**config.mk**
```make
export PLATFORM = sky130hd
export DESIGN_NAME = multicycle_control_unit
export DESIGN_NICKNAME = d
export VERILOG_FILES = /design/src/rtl/mcu_pkg.sv /design/src/rtl/mcu_alu_decoder.sv /design/src/rtl/multicycle_control_unit.sv
export SDC_FILE = /design/constraint.sdc
export NUM_CORES = 1
export LEC_CHECK = 0
export ABC_AREA = 1
export CAP_MARGIN = 25
export CORE_UTILIZATION = 50
export DETAILED_ROUTE_END_ITERATION = 6
export GPL_TIMING_DRIVEN = 0
export PLACE_DENSITY = 0.81
export SLEW_MARGIN = 20
export SYNTH_ARGS = -nofsm -noshare
export SYNTH_HDL_FRONTEND = slang
export SYNTH_SLANG_ARGS = --single-unit
```
**constraint.sdc**
```tcl
create_clock -name clk -period 1.8 [get_ports clk]
set_clock_uncertainty 0.1 [all_clocks]
set_input_delay 0.18 -clock clk [delete_from_list [all_inputs] [get_ports clk]]
set_output_delay 0.18 -clock clk [all_outputs]
set_load 0.01 [all_outputs]
```
**src/rtl/mcu_pkg.sv**
```systemverilog
// Shared types and encodings for the multi-cycle RV32I controller.
// Holds the state encoding, ALU operation codes, opcodes and datapath mux codes.
package mcu_pkg;

    typedef enum logic [3:0] {
        S_FETCH    = 4'd0,
        S_DECODE   = 4'd1,
        S_MEMADR   = 4'd2,
        S_MEMREAD  = 4'd3,
        S_MEMWB    = 4'd4,
        S_MEMWRITE = 4'd5,
        S_EXECR    = 4'd6,
        S_EXECI    = 4'd7,
        S_ALUWB    = 4'd8,
        S_BRANCH   = 4'd9,
        S_JAL      = 4'd10,
        S_JALR     = 4'd11,
        S_UPPER    = 4'd12,
        S_MDWAIT   = 4'd13,
        S_TRAP     = 4'd14
    } state_t;

    typedef enum logic [3:0] {
        ALU_ADD  = 4'd0,
        ALU_SUB  = 4'd1,
        ALU_AND  = 4'd2,
        ALU_OR   = 4'd3,
        ALU_XOR  = 4'd4,
        ALU_SLT  = 4'd5,
        ALU_SLTU = 4'd6,
        ALU_SLL  = 4'd7,
        ALU_SRL  = 4'd8,
        ALU_SRA  = 4'd9,
        ALU_MUL  = 4'd10,
        ALU_MULH = 4'd11,
        ALU_DIV  = 4'd12,
        ALU_REM  = 4'd13
    } alu_op_t;

    localparam logic [6:0] OP_LOAD  = 7'b0000011;
    localparam logic [6:0] OP_STORE = 7'b0100011;
    localparam logic [6:0] OP_R     = 7'b0110011;
    localparam logic [6:0] OP_I     = 7'b0010011;
    localparam logic [6:0] OP_B     = 7'b1100011;
    localparam logic [6:0] OP_JAL   = 7'b1101111;
    localparam logic [6:0] OP_JALR  = 7'b1100111;
    localparam logic [6:0] OP_LUI   = 7'b0110111;
    localparam logic [6:0] OP_AUIPC = 7'b0010111;

    localparam logic [6:0] F7_BASE   = 7'b0000000;
    localparam logic [6:0] F7_ALT    = 7'b0100000;
    localparam logic [6:0] F7_MULDIV = 7'b0000001;

    localparam logic [2:0] IMM_I = 3'b000;
    localparam logic [2:0] IMM_S = 3'b001;
    localparam logic [2:0] IMM_B = 3'b010;
    localparam logic [2:0] IMM_J = 3'b011;
    localparam logic [2:0] IMM_U = 3'b100;

    localparam logic [1:0] RES_ALUOUT = 2'b00;
    localparam logic [1:0] RES_MEM    = 2'b01;
    localparam logic [1:0] RES_ALU    = 2'b10;

    localparam logic [1:0] SRCA_PC    = 2'b00;
    localparam logic [1:0] SRCA_OLDPC = 2'b01;
    localparam logic [1:0] SRCA_RS1   = 2'b10;

    localparam logic [1:0] SRCB_RS2  = 2'b00;
    localparam logic [1:0] SRCB_IMM  = 2'b01;
    localparam logic [1:0] SRCB_FOUR = 2'b10;

    // Branch outcome from funct3; the 01x encodings are rejected by the FSM.
    function automatic logic branch_taken(input logic [2:0] f3, input logic zero,
                                          input logic lt, input logic ltu);
        case (f3)
            3'b000:  return zero;
            3'b001:  return ~zero;
            3'b100:  return lt;
            3'b101:  return ~lt;
            3'b110:  return ltu;
            3'b111:  return ~ltu;
            default: return 1'b0;
        endcase
    endfunction

endpackage

```
**src/rtl/mcu_alu_decoder.sv**
```systemverilog
// Combinational ALU-operation decoder: op/funct3/funct7 -> ALU op code and illegal flag.
// MULDIV_EN enables the M-extension encodings (funct7 = 0000001 on R-type).
module mcu_alu_decoder
    import mcu_pkg::*;
(
    input  logic [6:0] op,
    input  logic [2:0] funct3,
    input  logic [6:0] funct7,
    output alu_op_t    alu_op,
    output logic       illegal
);

    // is_r selects SUB for funct3=000; immediates never subtract.
    function automatic alu_op_t base_op(input logic [2:0] f3, input logic alt, input logic is_r);
        case (f3)
            3'b000:  return (is_r && alt) ? ALU_SUB : ALU_ADD;
            3'b001:  return ALU_SLL;
            3'b010:  return ALU_SLT;
            3'b011:  return ALU_SLTU;
            3'b100:  return ALU_XOR;
            3'b101:  return alt ? ALU_SRA : ALU_SRL;
            3'b110:  return ALU_OR;
            default: return ALU_AND;
        endcase
    endfunction

    always_comb begin
        alu_op  = ALU_ADD;
        illegal = 1'b0;
        case (op)
            OP_R: begin
                if (funct7 == F7_BASE || funct7 == F7_ALT) begin
                    alu_op = base_op(funct3, funct7[5], 1'b1);
                end
`ifdef MULDIV_EN
                else if (funct7 == F7_MULDIV) begin
                    case (funct3)
                        3'b000:  alu_op = ALU_MUL;
                        3'b001:  alu_op = ALU_MULH;
                        3'b100:  alu_op = ALU_DIV;
                        3'b110:  alu_op = ALU_REM;
                        default: illegal = 1'b1;
                    endcase
                end
`endif
                else begin
                    illegal = 1'b1;
                end
            end
            OP_I:                                      alu_op = base_op(funct3, funct7[5], 1'b0);
            OP_LOAD, OP_STORE, OP_B, OP_JAL, OP_JALR,
            OP_LUI, OP_AUIPC:                          alu_op = ALU_ADD;
            default:                                   illegal = 1'b1;
        endcase
    end

endmodule

```
**src/rtl/multicycle_control_unit.sv**
```systemverilog
// Multi-cycle RV32I controller: instruction sequencing FSM with memory handshake timeout and sticky trap.
// MULDIV_EN adds the MDWAIT state and the md_done input for multi-cycle multiply/divide.
//
// state    | meaning
// FETCH    | read instruction at PC, PC <= PC+4 on mem_ready
// DECODE   | ALUOut <= oldPC + imm (branch/jal target), dispatch on op
// MEMADR   | ALUOut <= rs1 + imm
// MEMREAD  | load request at ALUOut
// MEMWB    | rd <= memory data
// MEMWRITE | store request at ALUOut
// EXECR    | ALUOut <= rs1 op rs2
// EXECI    | ALUOut <= rs1 op imm
// ALUWB    | rd <= ALUOut
// BRANCH   | compare rs1/rs2, PC <= ALUOut when taken
// JAL      | PC <= ALUOut, ALUOut <= oldPC + 4
// JALR     | PC <= rs1 + imm
// UPPER    | ALUOut <= oldPC/x0 + U-imm
// MDWAIT   | hold mul/div controls until md_done
// TRAP     | fault, absorbing until reset
module multicycle_control_unit
    import mcu_pkg::*;
#(
    parameter int ALUCTRL_W   = 4,
    parameter int MEM_TIMEOUT = 255
)
(
    input  logic                 clk,
    input  logic                 rst,
    input  logic [6:0]           op,
    input  logic [2:0]           funct3,
    input  logic [6:0]           funct7,
    input  logic                 zero,
    input  logic                 lt,
    input  logic                 ltu,
    input  logic                 mem_ready,
`ifdef MULDIV_EN
    input  logic                 md_done,
`endif
    output logic                 mem_req,
    output logic                 memwrite,
    output logic                 adrsrc,
    output logic                 irwrite,
    output logic                 pcwrite,
    output logic                 regwrite,
    output logic [1:0]           alusrca,
    output logic [1:0]           alusrcb,
    output logic [1:0]           resultsrc,
    output logic [2:0]           immsrc,
    output logic [ALUCTRL_W-1:0] alucontrol,
    output logic                 fault,
    output logic [3:0]           state_o
);

    localparam logic [15:0] TMO_LAST = 16'(MEM_TIMEOUT - 1);

    state_t      state, state_next;
    alu_op_t     dec_op, alu_op;
    logic        dec_illegal;
    logic        mem_phase, stall, timeout;
    logic [15:0] tmo_cnt;

    mcu_alu_decoder u_dec (
        .op      (op),
        .funct3  (funct3),
        .funct7  (funct7),
        .alu_op  (dec_op),
        .illegal (dec_illegal)
    );

    assign mem_phase = (state == S_FETCH) || (state == S_MEMREAD) || (state == S_MEMWRITE);
    assign stall     = mem_phase && !mem_ready;
    // Fires on the last allowed stalled cycle, so a late mem_ready still wins.
    assign timeout   = stall && (tmo_cnt == TMO_LAST);

    always_ff @(posedge clk or negedge rst) begin
        if (!rst) state <= S_FETCH;
        else      state <= state_next;
    end

    always_ff @(posedge clk or negedge rst) begin
        if (!rst)                   tmo_cnt <= '0;
        else if (stall && !timeout) tmo_cnt <= tmo_cnt + 16'd1;
        else                        tmo_cnt <= '0;
    end

    always_comb begin
        state_next = state;
        mem_req    = 1'b0;
        memwrite   = 1'b0;
        adrsrc     = 1'b0;
        irwrite    = 1'b0;
        pcwrite    = 1'b0;
        regwrite   = 1'b0;
        alusrca    = SRCA_PC;
        alusrcb    = SRCB_RS2;
        resultsrc  = RES_ALUOUT;
        immsrc     = IMM_I;
        alu_op     = ALU_ADD;
        fault      = 1'b0;
        // Outputs stay quiet while reset is held, so an access in flight is dropped at once.
        if (rst) begin
            case (state)
                S_FETCH: begin
                    mem_req   = 1'b1;
                    alusrcb   = SRCB_FOUR;
                    resultsrc = RES_ALU;
                    if (mem_ready) begin
                        irwrite    = 1'b1;
                        pcwrite    = 1'b1;
                        state_next = S_DECODE;
                    end else if (timeout) begin
                        state_next = S_TRAP;
                    end
                end
                S_DECODE: begin
                    alusrca = SRCA_OLDPC;
                    alusrcb = SRCB_IMM;
                    if (op == OP_B)        immsrc = IMM_B;
                    else if (op == OP_JAL) immsrc = IMM_J;
                    if (dec_illegal) begin
                        state_next = S_TRAP;
                    end else begin
                        case (op)
                            OP_LOAD, OP_STORE: state_next = S_MEMADR;
                            OP_R:              state_next = S_EXECR;
                            OP_I:              state_next = S_EXECI;
                            OP_B:              state_next = S_BRANCH;
                            OP_JAL:            state_next = S_JAL;
                            OP_JALR:           state_next = S_JALR;
                            OP_LUI, OP_AUIPC:  state_next = S_UPPER;
                            default:           state_next = S_TRAP;
                        endcase
                    end
                end
                S_MEMADR: begin
                    alusrca    = SRCA_RS1;
                    alusrcb    = SRCB_IMM;
                    immsrc     = (op == OP_STORE) ? IMM_S : IMM_I;
                    state_next = (op == OP_STORE) ? S_MEMWRITE : S_MEMREAD;
                end
                S_MEMREAD: begin
                    mem_req = 1'b1;
                    adrsrc  = 1'b1;
                    if (mem_ready)    state_next = S_MEMWB;
                    else if (timeout) state_next = S_TRAP;
                end
                S_MEMWB: begin
                    resultsrc  = RES_MEM;
                    regwrite   = 1'b1;
                    state_next = S_FETCH;
                end
                S_MEMWRITE: begin
                    mem_req  = 1'b1;
                    memwrite = 1'b1;
                    adrsrc   = 1'b1;
                    if (mem_ready)    state_next = S_FETCH;
                    else if (timeout) state_next = S_TRAP;
                end
                S_EXECR: begin
                    alusrca    = SRCA_RS1;
                    alu_op     = dec_op;
                    state_next = S_ALUWB;
`ifdef MULDIV_EN
                    if (funct7 == F7_MULDIV) state_next = S_MDWAIT;
`endif
                end
`ifdef MULDIV_EN
                S_MDWAIT: begin
                    alusrca = SRCA_RS1;
                    alu_op  = dec_op;
                    if (md_done) state_next = S_ALUWB;
                end
`endif
                S_EXECI: begin
                    alusrca    = SRCA_RS1;
                    alusrcb    = SRCB_IMM;
                    alu_op     = dec_op;
                    state_next = S_ALUWB;
                end
                S_ALUWB: begin
                    regwrite   = 1'b1;
                    state_next = S_FETCH;
                end
                S_BRANCH: begin
                    alusrca = SRCA_RS1;
                    immsrc  = IMM_B;
                    alu_op  = ALU_SUB;
                    if (funct3[2:1] == 2'b01) begin
                        state_next = S_TRAP;
                    end else begin
                        pcwrite    = branch_taken(funct3, zero, lt, ltu);
                        state_next = S_FETCH;
                    end
                end
                S_JAL: begin
                    alusrca    = SRCA_OLDPC;
                    alusrcb    = SRCB_FOUR;
                    immsrc     = IMM_J;
                    pcwrite    = 1'b1;
                    state_next = S_ALUWB;
                end
                S_JALR: begin
                    alusrca    = SRCA_RS1;
                    alusrcb    = SRCB_IMM;
                    resultsrc  = RES_ALU;
                    pcwrite    = 1'b1;
                    state_next = S_JAL;
                end
                S_UPPER: begin
                    // lui reads rs1 with the register field forced to x0 by the datapath.
                    alusrca    = (op == OP_AUIPC) ? SRCA_OLDPC : SRCA_RS1;
                    alusrcb    = SRCB_IMM;
                    immsrc     = IMM_U;
                    state_next = S_ALUWB;
                end
                S_TRAP: begin
                    fault      = 1'b1;
                    state_next = S_TRAP;
                end
                default: state_next = S_TRAP;
            endcase
        end
    end

    assign alucontrol = ALUCTRL_W'(alu_op);
    assign state_o    = state;

endmodule

```
Fig. 1: nets reached from selected ports
Drawn at 4 px/µm.
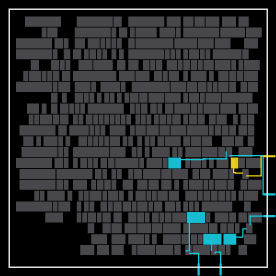
cyan -> alucontrol  # bits 4, direction output, end cells 4, buffers 4, wire 68.4 µm
yellow -> pcwrite  # bits 1, direction output, end cells 1, buffers 1, wire 15.6 µm
port buffer count: 45
IO Pins: 47

Fig. 2: clock wires, drivers and flops
Drawn at 6 px/µm.
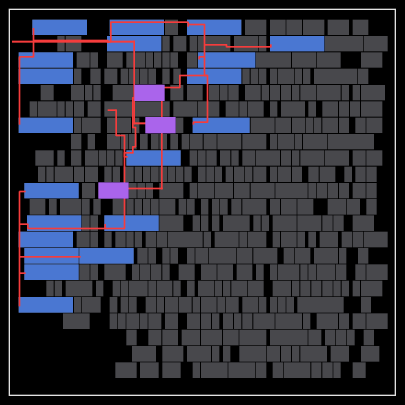
red -> clock wires  # length 253 µm
blue -> flip-flops  # count 20
purple -> cells driving clock nets  # count 3
routed clock nets = 4
Power Clock: 0.452 mW
later-pin clock latency in the skew report: 260 ps
clock share of power: 14.3%

Fig. 3: signal wires on met4
Drawn at 6 px/µm. Supply wires on this layer in gray.
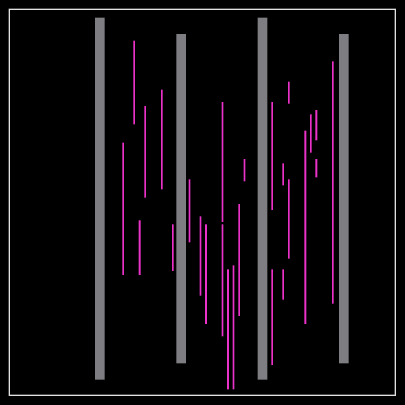
main direction = vertical
share of all routed wire = 5.0%
nets with wire on the layer = 25
wire length on this layer = 366 µm
longest straight run = 40.1 µm
vias: 2627
WL final: 7.29 mm

==> results_dict.tcl <==
# yosys + openroad results
set metrics [dict create \
    synthesis.nets 345 \
    flop_area_um2 503 \
    synth_area_um2 1930 \
    grt_use_total_pct 28.8 \
    globalplace.congestion 0.966 \
    ys_ff 20 \
    max_stage_delay_ps 420 \
    hold-worst-slack_ps 149 \
    top_usage_layer "met2" \
    cts_buffers 3 \
    path_class "register to output port" \
    pwr-share-seq_pct 18.2 \
    mux_share_pct 0 \
    outcome "finished, violations left" \
    antenna_found_initial 0 \
    diodes 0 \
    hold_violations 0 \
    cp-start-kind "register" \
    lay_top_cells "68 x nand2_1, 40 x nor2_1, 35 x inv_1" \
    use_met1_pct 31.8 \
    seq_area_frac_synth_pct 26.0 \
    comb_cells 243 \
    wl_met1_mm 2.66 \
    use_met2_pct 54.1 \
    hp-class "input port to register" \
    fill_cells 233 \
    finalCoreUtilization_pct 82.1 \
    slew_violations 0 \
    dp_slack_ps -629 \
    buf_share_pct 23.5 \
    cp.arrival_ps 1640 \
    drive_gt1_share_pct 37.4 \
    edf_count 0 \
    cp_slowest_cell "dfrtp_1" \
    placed_cells 413 \
    xor_share_pct 2.27 \
    finalSetupViolations 16 \
    rsz0062_at_grt "true" \
    seq_cell_count 20 \
    maxCapViolations 0 \
    switching_share_pct 45.5 \
    drc 6 \
    crit_path_frequent_cell "buf_6" \
    ys_async_sr_fraction_pct 100 \
    violations "design-rule violations, negative setup slack" \
    die-area_um2 4110 \
    viasPerCell 5.79 \
    netlist.area_leader.share_pct 26.0 \
    tightest_slew_ps 526 \
    die_x_um 64.1 \
    stdcell_area_um2 3030 \
    crit_cells 7 \
    cts_tree "done" \
    power_sequential_mw 0.576 \
    area_growth_pct 57.0 \
    synth_area_per_cell_um2 6.03 \
    rr_startpoint "state_o[2]$_DFFE_PN0P_" \
    fin_ws_ps -119 \
    num_tap_cells 48 \
    comb_area_share_pct 48.8 \
    clkbuf_count 3 \
    logic_area_um2 1480 \
]
Power and IR drop assume default switching activity.
